==> config.mk <==
export PLATFORM = sky130hd
export DESIGN_NAME = fetch_queue
export DESIGN_NICKNAME = d
export VERILOG_FILES = /design/src/rtl/fetch_queue_pkg.sv /design/src/rtl/fetch_queue.sv
export SDC_FILE = /design/constraint.sdc
export NUM_CORES = 2
export LEC_CHECK = 0
export ABC_AREA = 1
export CAP_MARGIN = 20
export CORE_ASPECT_RATIO = 0.9
export CORE_UTILIZATION = 45
export DETAILED_ROUTE_END_ITERATION = 10
export HOLD_SLACK_MARGIN = 0.08
export PLACE_DENSITY = 0.62
export RECOVER_POWER = 50
export REMOVE_ABC_BUFFERS = 1
export SYNTH_ARGS = -nofsm -noshare
export SYNTH_HDL_FRONTEND = slang
export SYNTH_SLANG_ARGS = --single-unit
==> constraint.sdc <==
create_clock -name clk -period 6.5 [get_ports clk]
set_input_delay 0.65 -clock clk [delete_from_list [all_inputs] [get_ports clk]]
set_output_delay 0.65 -clock clk [all_outputs]
set_load 0.05 [all_outputs]
Met1 routing:
The bar under the picture is 100 um long. Cells faint in the background.
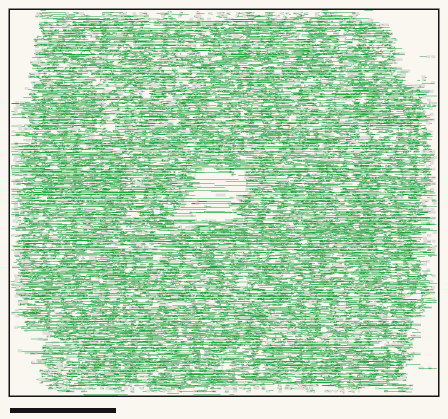
wire length on this layer: 116 mm
share of all routed wire: 40%
nets with wire on the layer: 10288
longest straight run: 71.8 um
total via count after detailed routing: 77100
met1 usage: 51.11%
wire length reported by the detailed router: 293000 um

M2 wires:
The bar under the picture is 100 um long. Cells faint in the background.
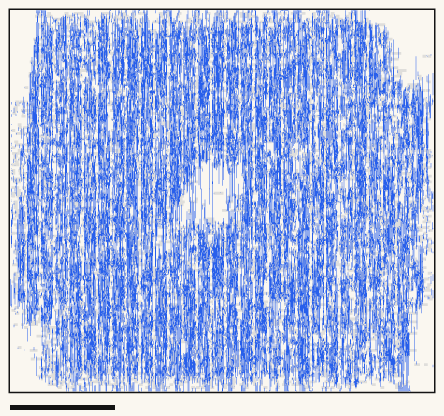
main direction: vertical
longest straight run: 95.9 um
nets with wire on the layer: 7154
met2 capacity usage during global routing: 61.16%

The metal 3 layer:
The bar under the picture is 100 um long. Cells faint in the background.
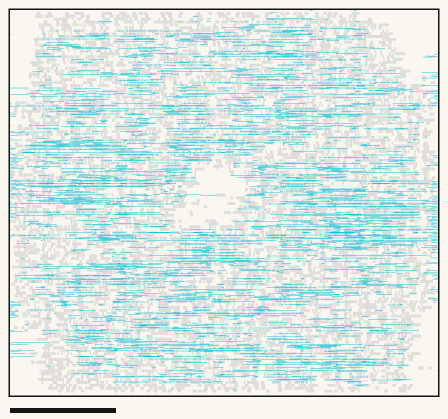
share of all routed wire: 12%
nets with wire on the layer: 830
wire length on this layer: 34.5 mm
longest straight run: 148 um
GR Util met3: 7.618%

The metal 4 layer:
The bar under the picture is 100 um long.
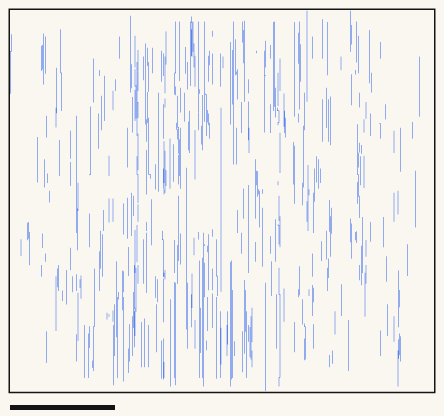
wire length on this layer: 13300 um
main direction: vertical

==> run notes <==
Update from the flow run.

The slew check shows that the tightest pin keeps a relative margin of -172.8%. In this run the mean area of a mapped cell was 5.665 sq um. The number of buffers inserted during clock tree synthesis is 100. Once the clock tree was built, the resizer swapped 0 gates to a different size. The layout sequential cell count is 803. Per the synthesis report, the adder-cell share of the synthesized area is 0.3330%. The worst min-delay path category is in2reg. The commonest cells after synthesis are sky130_fd_sc_hd__nand2_1 (5460), sky130_fd_sc_hd__o21ai_0 (1490), sky130_fd_sc_hd__dfrtp_1 (803), sky130_fd_sc_hd__nor2_1 (799), sky130_fd_sc_hd__nand3_1 (601). The post-CTS setup repair buffer count is 0. The routed wire length per instance is 22.21 um. After the flow finishes, the layout carries non-filler instances totaling 13190. The most repeated cell in the gate-level netlist after synthesis is sky130_fd_sc_hd__nand2_1. The number of hold violations in the final report is 0. From synthesis to final layout, the design area changed by 11.22%. Measured along the x axis, the die boundary spans 403.8 um. The sequential cell area share is 27.67%. The critical path endpoint category is a flop. The final antenna diode count is 11. TritonCTS built the clock tree. Post-synthesis, Yosys gives the total cell area as 0.06538 sq mm.

The final layout reports a setup TNS of 0 ns. Summed over all cells, the static leakage comes to 37.69 nW. The die outline area is 0.1468 sq mm.

The clock slew seen by the registers of the worst setup and hold paths is 0.06 ns. Among the non-sequential cells, simple AND/OR/NAND/NOR gates take the most area. The final number of max-transition violations is 819. In the final layout, multi-input gates take up 53.74% of the cell area.

The group that draws the most power in this run is combinational logic. The non-clock buffer area fraction after layout is 7.553%. The cell at the slowest stage of the critical path is sky130_fd_sc_hd__clkinvlp_4. Per the post-synthesis report, the number of cells in the design is 11540. The clock reaches the later pin of the worst-skew pair after 0.72 ns.

Across the whole layout, storage elements account for 0.02012 sq mm. The ratio of routed vias to standard cells is 5.844. The number of tap instances is 1943. The script reports the combined buffer and inverter count of the critical path as 4. On the critical path the largest part of the delay comes from buffers and inverters. The number of DRC markers after the initial detailed-route iteration is 9473. The area share of and/or/nand/nor cells after synthesis is 42.79%. After clock tree synthesis, the flow added hold-fix buffers numbering 1. The flow ran to the end, but the final reports show violations. The detailed-route DRC error count is 0.

The number of global-route vias before repair is 71150. The total number of warnings across the stage logs is 110. The number of max-cap violations is 10. The internal portion of the total power is 0.01607 W. The effective utilization at floorplan is 45.39%. The final cell area excluding filler cells is 0.07271 sq mm.

The final reports fail on capacitance limit, slew limit.
Power and IR drop assume default switching activity.
